<file path="config.mk">
export PLATFORM = sky130hd
export DESIGN_NAME = ex_mul_unit
export DESIGN_NICKNAME = d
export VERILOG_FILES = /design/src/rtl/ex_mul_unit.sv
export SDC_FILE = /design/constraint.sdc
export NUM_CORES = 1
export LEC_CHECK = 0
export CORE_MARGIN = 5
export CORE_UTILIZATION = 60
export CTS_CLUSTER_SIZE = 16
export DETAILED_ROUTE_END_ITERATION = 10
export GPL_TIMING_DRIVEN = 0
export PLACE_DENSITY = 0.95
export SLEW_MARGIN = 20
export SYNTH_ARGS = -nofsm -noshare
export SYNTH_HDL_FRONTEND = slang
export SYNTH_SLANG_ARGS = --single-unit
</file>
<file path="constraint.sdc">
create_clock -name clk -period 16.8 [get_ports clk]
set_clock_uncertainty 0.15 [all_clocks]
set_input_delay 2.52 -clock clk [delete_from_list [all_inputs] [get_ports clk]]
set_output_delay 2.52 -clock clk [all_outputs]
set_load 0.05 [all_outputs]
</file>
<file path="src/rtl/ex_mul_unit.sv">
// EX-stage radix-2 shift-add multiplier with a valid/ready handshake on both sides.
// It raises freeze while an operation is in flight so the ID-stage register can be held.
module ex_mul_unit #(
  parameter int unsigned WIDTH = 32
) (
  input  logic               clk,
  input  logic               rst,
  input  logic               flush,
  input  logic               in_valid,
  output logic               in_ready,
  input  logic [WIDTH-1:0]   in_a,
  input  logic [WIDTH-1:0]   in_b,
  input  logic               in_signed,
  output logic               out_valid,
  input  logic               out_ready,
  output logic [2*WIDTH-1:0] result,
  output logic               freeze
);

  localparam int unsigned PW = 2 * WIDTH;
  localparam int unsigned CW = (WIDTH > 1) ? $clog2(WIDTH) : 1;

  typedef enum logic [1:0] {IDLE, BUSY, DONE} state_t;

  state_t            state;
  logic [CW-1:0]     count;
  logic [WIDTH-1:0]  mcand;
  logic [WIDTH-1:0]  mplier;
  logic [WIDTH-1:0]  acc;
  logic              neg;

  logic              accept;
  logic [WIDTH-1:0]  a_mag;
  logic [WIDTH-1:0]  b_mag;
  logic [WIDTH:0]    sum;
  logic [WIDTH-1:0]  acc_nxt;
  logic [WIDTH-1:0]  mplier_nxt;
  logic [PW-1:0]     product;
  logic [PW-1:0]     signed_product;

  // Handshake and pipeline-hold flags decoded from state and the consumer's ready
  assign in_ready = (state == IDLE) | ((state == DONE) & out_ready);
  assign freeze   = (state == BUSY) | ((state == DONE) & ~out_ready);
  assign accept   = in_valid & in_ready & ~flush;

  // Operand magnitudes; the most negative value maps to 2^(WIDTH-1), which still fits unsigned
  assign a_mag = (in_signed & in_a[WIDTH-1]) ? -in_a : in_a;
  assign b_mag = (in_signed & in_b[WIDTH-1]) ? -in_b : in_b;

  // One shift-add step: conditional add into the upper half, then shift the pair right with carry-in
  always_comb begin
    sum            = {1'b0, acc} + (mplier[0] ? {1'b0, mcand} : '0);
    acc_nxt        = sum[WIDTH:1];
    mplier_nxt     = {sum[0], mplier[WIDTH-1:1]};
    product        = {acc_nxt, mplier_nxt};
    signed_product = neg ? -product : product;
  end

  // Control FSM and datapath registers; flush overrides everything, accept overrides the DONE exit
  always_ff @(posedge clk or posedge rst) begin
    if (rst) begin
      state     <= IDLE;
      count     <= '0;
      mcand     <= '0;
      mplier    <= '0;
      acc       <= '0;
      neg       <= 1'b0;
      result    <= '0;
      out_valid <= 1'b0;
    end else if (flush) begin
      state     <= IDLE;
      out_valid <= 1'b0;
    end else begin
      case (state)
        BUSY: begin
          acc    <= acc_nxt;
          mplier <= mplier_nxt;
          count  <= count - CW'(1);
          if (count == '0) begin
            result    <= signed_product;
            state     <= DONE;
            out_valid <= 1'b1;
          end
        end
        DONE: begin
          if (out_ready) begin
            state     <= IDLE;
            out_valid <= 1'b0;
          end
        end
        default: ;
      endcase
      if (accept) begin
        mcand     <= a_mag;
        mplier    <= b_mag;
        neg       <= in_signed & (in_a[WIDTH-1] ^ in_b[WIDTH-1]);
        acc       <= '0;
        count     <= CW'(WIDTH - 1);
        state     <= BUSY;
        out_valid <= 1'b0;
      end
    end
  end

endmodule

</file>
==> results.ini <==
[sta]
fmax_mhz = 148
finalHoldViolCount = 0
final-setup-viol-count = 0
finalCriticalPeriod_ns = 6.76
worstMarginPinSlew_ns = 1.22
relSlewSlack = 0.176
setup_ws_ns = 10.04
maxSlewViolCount = 0
final.setup.tns_ns = 0
rsz0062_at_grt = no

[logic_synthesis]
syn_avg_cell_area_um2 = 8.32
edf_count = 0
synthCells = 1363
yosys_most_used_dff = dfrtp_1
synthesis.area_um2 = 11300
yosys.area.top_type = dfrtp_1
fp_nets = 1474
synthArstFlopShare = 1.00
ys_cells = 1363
most_common_cell = nand2_1
yosys_warnings = 0
numSynthFlops = 168
yosys.stat.chipArea_um2 = 11300
synth.area.top_cells = dfrtp_1, nand2_1, xor2_1, xnor2_1, o21ai_0
ys_seq_frac = 0.371
top_area_frac = 0.371
ys_types = 78

[worst_hold_path]
min_from = result[38]$_DFFE_PP0P_
hold-path-cell-count = 2
hold_path_end = result[38]$_DFFE_PP0P_
hold_class = register to register

[finish]
lay_top_cells = nand2_1, dfrtp_1, clkdlybuf4s50_1
dominant_cells = combinational gates
nNonClkInverters = 20
n_all_buffers = 209
clk_share = 0.0443
area_growth_syn_to_layout_pct = 20.1
diodes = 0
num-multi-input-gates = 1102
clockBufferCount = 22
layout.area.comb_um2 = 6790
fin_nets = 1629
final_layout_size_suffix_gt1_frac = 0.0353
buffer_area_frac = 0.121
fill_cells = 1340
final_common_cell = nand2_1
comb_share = 0.498
stdcell_area_um2 = 13600

[clock_tree]
cts_sinks = 168
clk_pin_slew_ns = 0.06
numCtsBuffers = 17
clockBufferDepth = 2
cts_tree = yes
post_cts_buffers = 0
cts_root_buf = clkbuf_16
clkLatencyLatePin_ns = 0.44
cts-resized-gates = 0
ctsHoldBuffers = 0
h-tree-depth = 4

[run_status]
status = complete, no violations

[placed_design]
dp_hpwl_um = 27100
dpl_worst_slack_ns = 10.05
placed_cell_area_um2 = 13000
routabilityCongestion = 1.01

[pwr]
finalPower_mw = 1.88
p_per_area_nw_per_um2 = 138
p_leak_nw = 5.73
vdd_drop_max_mv = 0.0890

[setup_path]
r2r_end = result[61]$_DFFE_PP0P_
crit_buf_inv = 2
r2r_slack_ns = 11.06
path_cells = clkdlybuf4s50_1 -> nor2b_1 -> or2_2 -> clkdlybuf4s50_1
crit_slowest_cell = clkdlybuf4s50_1
critPathKind = input port to output port
max_stage_delay_ns = 0.71
start_kind = input port
worstPathMaxFanout = 3
path_delay_family = buffers and inverters
arrival_ns = 4.09
worstPathRequired_ns = 14.13
r2r_start = mplier[0]$_DFFE_PP0P_
crit_top_cell = clkdlybuf4s50_1
worstSetupEndpointType = output port
reg2regPathDepth = 15

[floorplan]
ios = 137
initial_core_util = 0.609
die_width_um = 148
core_area_um2 = 18600
die_area_um2 = 21800
chipHeight_um = 148
rows = 50
nWellTaps = 234

[global_routing]
grt-ovfl-total = 0
grt_pass1_wl_um = 56800
grt_max_degree = 88
grt.total_usage = 0.325
antenna_found_initial = 0

[route]
avgViaCountPerCell = 6.45
wl_per_cell_um = 20.2
drc_errors = 0
vias = 11377
drt_pass1_iterations = 8
wl_um = 35600
drt_iter0_drc = 1393
ant_nets = 0

[job]
maxCapViolCount = 0
warning_count = 29

cell families after synthesis:
family	synth area share
adder cells (fa/ha/maj)	0.0459
XOR/XNOR	0.108
buffers and inverters	0.0308
AND-OR/OR-AND	0.218
AND/OR/NAND/NOR	0.221
flip-flops	0.371
multiplexers	0.00562
registers in the layout, summed over array words and instances, names as in the netlist:
| signal | count |
|---|---|
| mplier | 32 |
| neg | 1 |
| count | 5 |
| state | 1 |
| result | 64 |
| mcand | 32 |
| acc | 32 |
| out_valid | 1 |
worst min-delay path, stage by stage (launching register included):
cell,delay (ns)
dfrtp_1,0.34
nand2_1,0.05
nand2_1,0.05
metal layers:
metal	track usage	up-vias	part of all wire
met5	0	-	0
met4	0.134	0	0.039
met3	0.0518	110	0.10
met2	0.518	695	0.46
met1	0.444	5386	0.40
li1	-	5186	-
worst max path at each step:
stage / end / slack, ns / depth (start not counted) / startpoint
global placement: mcand[20]$_DFFE_PP0P_ / 7.53 / 2 / rst
detailed placement: freeze / 10.05 / 4 / out_ready
finish: freeze / 10.04 / 4 / out_ready
CTS: freeze / 10.04 / 4 / out_ready
floorplan: acc[0]$_DFFE_PP0P_ / 9.58 / 1 / rst
global route: freeze / 10.01 / 4 / out_ready
through the flow:
step | hold WS [ns] | instances
floorplan | 0.281 | 1363
global placement | 0.301 | 1732
detailed placement | 0.307 | 1733
CTS | 0.321 | 1764
global route | 0.351 | 1764
finish | 0.316 | 1764
report_power, final:
part | leakage (nW) | total (mW) | switching, mW | internal, mW
Combinational | 3.27 | 0.873 | 0.562 | 0.311
Clock | 0.287 | 0.412 | 0.169 | 0.243
Sequential | 2.18 | 0.599 | 0.108 | 0.491
Total | 5.73 | 1.88 | 0.839 | 1.04
Port wiring:
Bar = 50 um.
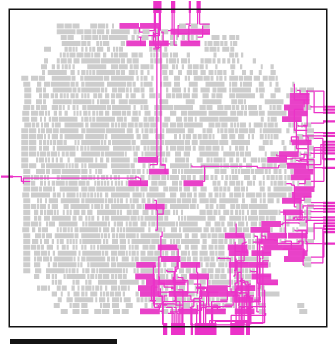
[result] magenta | bits: 64 | direction: output | end cells: 64 | buffers: 64 | wire: 2,340 um

Signal wires on met1:
Supply wires on this layer in gray. Cells faint in the background.
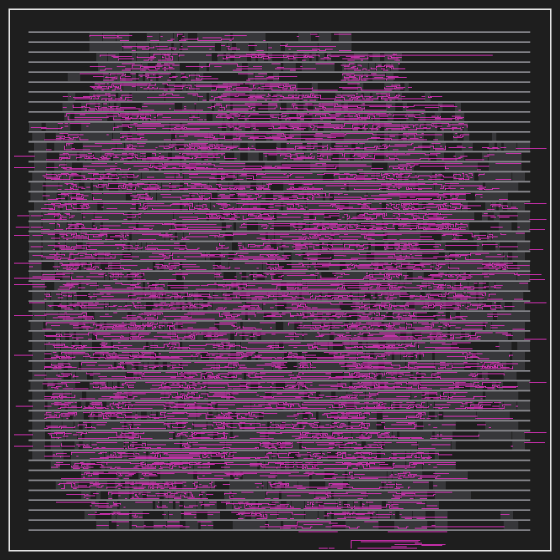
main direction: horizontal
longest straight run: 52.4 um

Where the registers sit:
Other sequential cells in the stronger gray, the rest of the logic in the fainter gray.
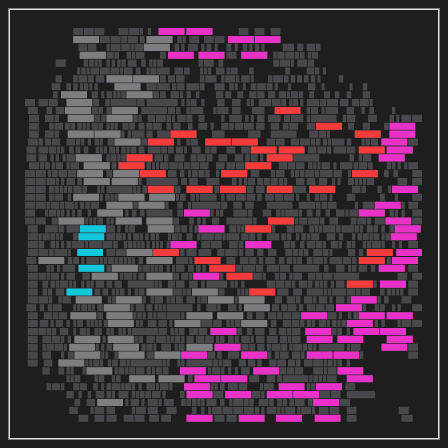
[acc] red | sequential cells: 32
[result] magenta | sequential cells: 64
[count] cyan | sequential cells: 5 | where: left middle
not colored: 67
Flop area: 4200 um2
flop share of the area: 0.308
Seq. pwr: 0.599 mW
Final Util: 0.731

Power and IR drop assume default switching activity.
